<file path="src/rtl/read_inc_if.sv">
// rtl/read_inc_if.sv - read-side FIFO pointer/status bus between the read domain and its user
interface read_inc_if #(
  parameter int ADDRSIZE = 4
);
  logic                signal_read;
  logic [ADDRSIZE:0]   graycode_wptr;
  logic                empty;
  logic                almost_empty;
  logic [ADDRSIZE-1:0] read_address;
  logic [ADDRSIZE:0]   graycode_rptr;
  logic                rd_valid;
  logic [ADDRSIZE:0]   rd_count;
  logic                underflow;

  modport master (
    output signal_read, graycode_wptr,
    input  empty, almost_empty, read_address, graycode_rptr, rd_valid, rd_count, underflow
  );

  modport slave (
    input  signal_read, graycode_wptr,
    output empty, almost_empty, read_address, graycode_rptr, rd_valid, rd_count, underflow
  );
endinterface

</file>
<file path="src/rtl/read_inc.sv">
// rtl/read_inc.sv - async FIFO read pointer, write-pointer synchronizer and empty/occupancy status
module read_inc #(
  parameter int ADDRSIZE    = 4,
  parameter int SYNC_STAGES = 2,
  parameter int AEMPTY_LVL  = 2
) (
  input  logic       clk,
  input  logic       rst,
  read_inc_if.slave  bus
);
  localparam int PW = ADDRSIZE + 1;
  localparam logic [PW-1:0] AE_LVL = PW'(AEMPTY_LVL);

  function automatic logic [PW-1:0] gray2bin(input logic [PW-1:0] g);
    logic [PW-1:0] b;
    b[PW-1] = g[PW-1];
    for (int i = PW - 2; i >= 0; i--) begin
      b[i] = b[i+1] ^ g[i];
    end
    return b;
  endfunction

  logic [SYNC_STAGES-1:0][PW-1:0] wq_q, wq_d;
  logic [PW-1:0] rbin_q, rbin_d;
  logic [PW-1:0] rgray_q, rgray_d;
  logic [PW-1:0] cnt_q, cnt_d;
  logic          empty_q, empty_d;
  logic          aempty_q, aempty_d;
  logic          valid_q, valid_d;
  logic          under_q, under_d;
  logic          accept;
  logic [PW-1:0] wq_s;

  assign wq_s = wq_q[SYNC_STAGES-1];

  always_comb begin
    wq_d = wq_q;
    wq_d[0] = bus.graycode_wptr;
    for (int i = 1; i < SYNC_STAGES; i++) begin
      wq_d[i] = wq_q[i-1];
    end

    accept  = bus.signal_read & ~empty_q;
    rbin_d  = rbin_q + {{ADDRSIZE{1'b0}}, accept};
    rgray_d = (rbin_d >> 1) ^ rbin_d;

    // Status uses the post-read pointer so a same-cycle read and pointer arrival resolve together
    empty_d  = (rgray_d == wq_s);
    cnt_d    = gray2bin(wq_s) - rbin_d;
    aempty_d = (cnt_d <= AE_LVL);
    valid_d  = accept;
    under_d  = under_q | (bus.signal_read & empty_q);
  end

  always_ff @(posedge clk or posedge rst) begin
    if (rst) begin
      wq_q     <= '0;
      rbin_q   <= '0;
      rgray_q  <= '0;
      cnt_q    <= '0;
      empty_q  <= 1'b1;
      aempty_q <= 1'b1;
      valid_q  <= 1'b0;
      under_q  <= 1'b0;
    end else begin
      wq_q     <= wq_d;
      rbin_q   <= rbin_d;
      rgray_q  <= rgray_d;
      cnt_q    <= cnt_d;
      empty_q  <= empty_d;
      aempty_q <= aempty_d;
      valid_q  <= valid_d;
      under_q  <= under_d;
    end
  end

  assign bus.empty         = empty_q;
  assign bus.almost_empty  = aempty_q;
  assign bus.read_address  = rbin_q[ADDRSIZE-1:0];
  assign bus.graycode_rptr = rgray_q;
  assign bus.rd_valid      = valid_q;
  assign bus.rd_count      = cnt_q;
  assign bus.underflow     = under_q;
endmodule
</file>
<file path="src/flat_wrapper.sv">
// flat-port wrapper written by rule: the top's interface ports become plain ports
module read_inc_flat 
#(
  parameter int ADDRSIZE    = 4,
  parameter int SYNC_STAGES = 2,
  parameter int AEMPTY_LVL  = 2
)
  (clk, rst, bus_signal_read, bus_graycode_wptr, bus_empty, bus_almost_empty, bus_read_address, bus_graycode_rptr, bus_rd_valid, bus_rd_count, bus_underflow);
  read_inc_if #(.ADDRSIZE(ADDRSIZE)) bus_i ();
  input  logic clk;
  input  logic rst;
  input wire logic [$bits(bus_i.signal_read)-1:0] bus_signal_read;
  input wire logic [$bits(bus_i.graycode_wptr)-1:0] bus_graycode_wptr;
  output wire logic [$bits(bus_i.empty)-1:0] bus_empty;
  output wire logic [$bits(bus_i.almost_empty)-1:0] bus_almost_empty;
  output wire logic [$bits(bus_i.read_address)-1:0] bus_read_address;
  output wire logic [$bits(bus_i.graycode_rptr)-1:0] bus_graycode_rptr;
  output wire logic [$bits(bus_i.rd_valid)-1:0] bus_rd_valid;
  output wire logic [$bits(bus_i.rd_count)-1:0] bus_rd_count;
  output wire logic [$bits(bus_i.underflow)-1:0] bus_underflow;
  assign bus_i.signal_read = bus_signal_read;
  assign bus_i.graycode_wptr = bus_graycode_wptr;
  assign bus_empty = bus_i.empty;
  assign bus_almost_empty = bus_i.almost_empty;
  assign bus_read_address = bus_i.read_address;
  assign bus_graycode_rptr = bus_i.graycode_rptr;
  assign bus_rd_valid = bus_i.rd_valid;
  assign bus_rd_count = bus_i.rd_count;
  assign bus_underflow = bus_i.underflow;
  read_inc #(.ADDRSIZE(ADDRSIZE), .SYNC_STAGES(SYNC_STAGES), .AEMPTY_LVL(AEMPTY_LVL)) u_core (.clk(clk), .rst(rst), .bus(bus_i));
endmodule
</file>
<file path="config.mk">
export PLATFORM = sky130hd
export DESIGN_NAME = read_inc_flat
export DESIGN_NICKNAME = d
export VERILOG_FILES = /design/src/rtl/read_inc_if.sv /design/src/rtl/read_inc.sv /design/src/flat_wrapper.sv
export SDC_FILE = /design/constraint.sdc
export NUM_CORES = 1
export LEC_CHECK = 0
export CAP_MARGIN = 25
export CORE_ASPECT_RATIO = 1.1
export CORE_UTILIZATION = 52
export DETAILED_ROUTE_END_ITERATION = 12
export PLACE_DENSITY_LB_ADDON = 0.1
export SLEW_MARGIN = 20
export SYNTH_ARGS = -nofsm -noshare
export SYNTH_HDL_FRONTEND = slang
export SYNTH_SLANG_ARGS = --single-unit
</file>
<file path="constraint.sdc">
create_clock -name clk -period 3.8 [get_ports clk]
set_input_delay 0.76 -clock clk [delete_from_list [all_inputs] [get_ports clk]]
set_output_delay 0.76 -clock clk [all_outputs]
set_load 0.03 [all_outputs]
</file>
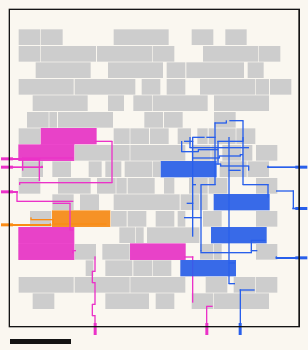
*Port wiring*
Bar = 10 um.
Key: orange = bus_almost_empty [bits 1, direction output, edge left, end cells 1, buffers 1, wire 19.8 um]; magenta = bus_rd_count [bits 5, direction output, edge 3 left, 2 bottom, end cells 5, buffers 5, wire 93.8 um]; blue = bus_read_address [bits 4, direction output, edge 3 right, 1 bottom, end cells 4, buffers 4, wire 177 um]

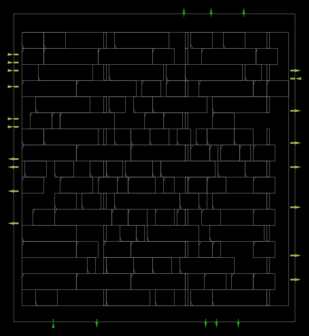
*Placement view*
Seq area share: 45.77%
flop count: 28
final core occ: 73.71%
area of the core: 2085 um^2
Rows: 17

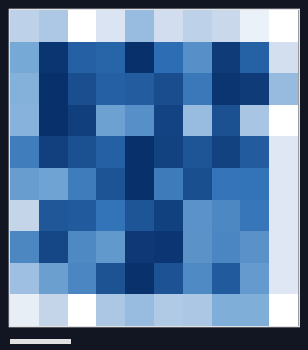
*Placement density heat map*
Bar = 10 um. 10 x 10 tiles, from white (low) to dark blue (high), 0 to 100% covered.
The densest ninth of the die: centre. 5.0% of the tiles are nearly empty. The mean over all tiles is 61%.

==> summary.txt <==
yosys + openroad results -> ys cells=~83, XOR Share, Synth=approximately a fifth, H-tree depth=1, Crit path top cell by count=ha_1, worst path required time=~4.0 ns, Reg2Reg Launch Point=u_core.wq_s[4], met3 GRT Util=~2.1%, CP peak stage delay=0.47 ns, GRT Total Usage=around 17%, mux frac, synth=0%, crit-path cells=clkdlybuf4s50_1, nor2b_1, ha_1, nand3_1, xor2_1, ha_1, a21o_1, a31oi_1, xnor2_1, a2111oi_2, IO buf count=25, Critical Path AT=approximately 3.3 ns, Synth cell types=21, yosys warns=0, Hold Slack=~0.37 ns, critical path's slowest cell=clkdlybuf4s50_1, Hold Path End=u_core.wq_s[0], status=completed, Complex Gates by Area=under 10%, worst reg2reg endpoint=u_core.bus.almost_empty, Syn Nets=around 98, # diodes=0, cycle use final=between 80% and 90%, startpoint types=input pin, synthesized area=between 1000 and 1500 um^2, P&R area growth vs syn=29.54%, average routed wire per standard cell=12.84 um, Peak Freq=322.9 MHz, largest net degree at the start of global routing=29, grt met1 use=around 22%, Synth flops=28, syn avg cell area=14.29 um^2, die width=47.54 um, Worst R2R Setup Slack=around 0.94 ns, Final ANT Viol Nets=0, Seq/Total Area, Yosys=between 50% and 60%, Clock Sinks=28, Min-Delay Path Class=reg -> reg, Post-synth top cells=26 x dfrtp_1, 15 x xnor2_1, 7 x inv_1, Skew-Pair Late Insertion Delay=approximately 0.32 ns, initial drt markers=6, and+or+nand+nor area frac=~4.3%, top cells, area=dfrtp_1 55%, xnor2_1 11%, ha_1 6.3%, dfstp_2 4.4%, xor2_1 4.4%, Yosys top cell by area=dfrtp_1, CP max FO=5, kind of critical path=in -> reg, cells on worst reg2reg path=9, slew margin rel.=65.11%, CTS tree=built, CP Depth=10, initial antenna violation count=0, comb area leader=XOR/XNOR gates, Yosys top cell by instances=dfrtp_1, Top delay family on crit path=AND-OR/OR-AND gates, nets@finish=between 100 and 150, Crit path buffers/inverters=1, vias in the first global route=664, Post-synth EDFFs=0, Commonest flop=dfrtp_1, GRT overflow=0, Via density=4.827, post-route cell area=around 1500 um^2, Final Skew=0.006390 ns, worst setup path endpoint=u_core.bus.almost_empty, Via Count=about 670, Placer Congestion=roughly 0.78, asr flop ratio synth=100.0%, first-pass iteration count of the detailed router=2, fraction of layout cells with a size suffix above 1=slightly above 8%, Remaining DRCs=0, # IOs=26, yosys adder share=under 10%, Area leader share=roughly 55%, setup TNS=0 ns, root buf cell=clkbuf_4, setup bufs post-CTS=0, GRT busiest layer=met2, fill count=~150, WHS Path Cells=0, Worst Setup End Kind=register, Log Warnings=27, Mapped Cells=approximately 83, endpoints failing hold=0, Max clock buf depth=2, Final Setup Violations=0, post-cts gate resize count=0, Yosys chip area=1186 um^2, routed wire length=about 1.8 mm, Cell Area, Placed=roughly 1500 um^2, Num CTS Buffers=3, Slew @ Worst Pin=about 0.52 ns, die area=2476 um^2, post-layout minimum cycle time=between 3 and 4 ns, Die Ht=around 52 um, crit path launch=bus_signal_read, first-pass GRT wire length=between 2 and 3 mm, met2 usage=between 20 and 30%, DP HPWL=1.365 mm, Max Slew Vio Count=0, hold buffers post-CTS=0, RSZ-0062 raised after global routing=false, FP Core Util=around 57%, max_cap viols=0, Worst-path clk slew=roughly 0.14 ns, hold wc startpoint=u_core.wq_d[5]
[routing by layer]
layer | vias up | part of all wire (%) | routed length, um
met5 | - | 0 | 0
met4 | 0 | 0.56 | 10
met3 | 2 | 3.5 | 63
met2 | 18 | 52 | 934
met1 | 321 | 43 | 775
li1 | 330 | - | -
[placed cells by master (no fill, tap or decap), drive strengths merged]
cell	synthesis	layout
ha	6	6
and3b	1	1
and4b	1	1
dfstp	2	2
a31oi	1	1
clkinv	0	1
a21oi	2	2
xor3	2	2
clkbuf	0	3
fa	1	1
dfrtp	26	26
a2111oi	1	1
nand2	1	1
nand3	2	2
bufinv	0	1
clkdlybuf4s50	0	25
inv	7	6
a21o	3	3
a311oi	1	1
xnor2	15	15
nor2b	2	2
nand4	1	1
buf	2	1
xor2	6	6
[logic make-up (layout without fill, tap and decap cells)]
family,after synthesis,in the layout
xor+xnor,23,23
fa+ha+maj,7,7
simple gates,8,8
compound gates,8,8
flops,28,28
buf+inv,9,37
[final cells by class]
cell class | instances | area (um^2) | share of cell area, %
inverter | 7 | 26.28 | 1.710
clock buffer | 3 | 22.52 | 1.466
timing repair buffer | 26 | 277.8 | 18.08
clock inverter | 1 | 30.03 | 1.954
multi-input combinational | 46 | 441.7 | 28.75
tap | 28 | 35.03 | 2.280
sequential | 28 | 703.2 | 45.77
[per-stage QoR]
stage / utilization (%) / worst slack, ns / std cells
after floorplan: - / 1.094 / 83
after global placement: 69.87 / 0.4707 / 134
after detailed placement: 69.87 / 0.3825 / 134
after CTS: 72.39 / 0.7030 / 138
after global routing: 73.71 / 0.5570 / 139
final: 73.71 / 0.7031 / 139
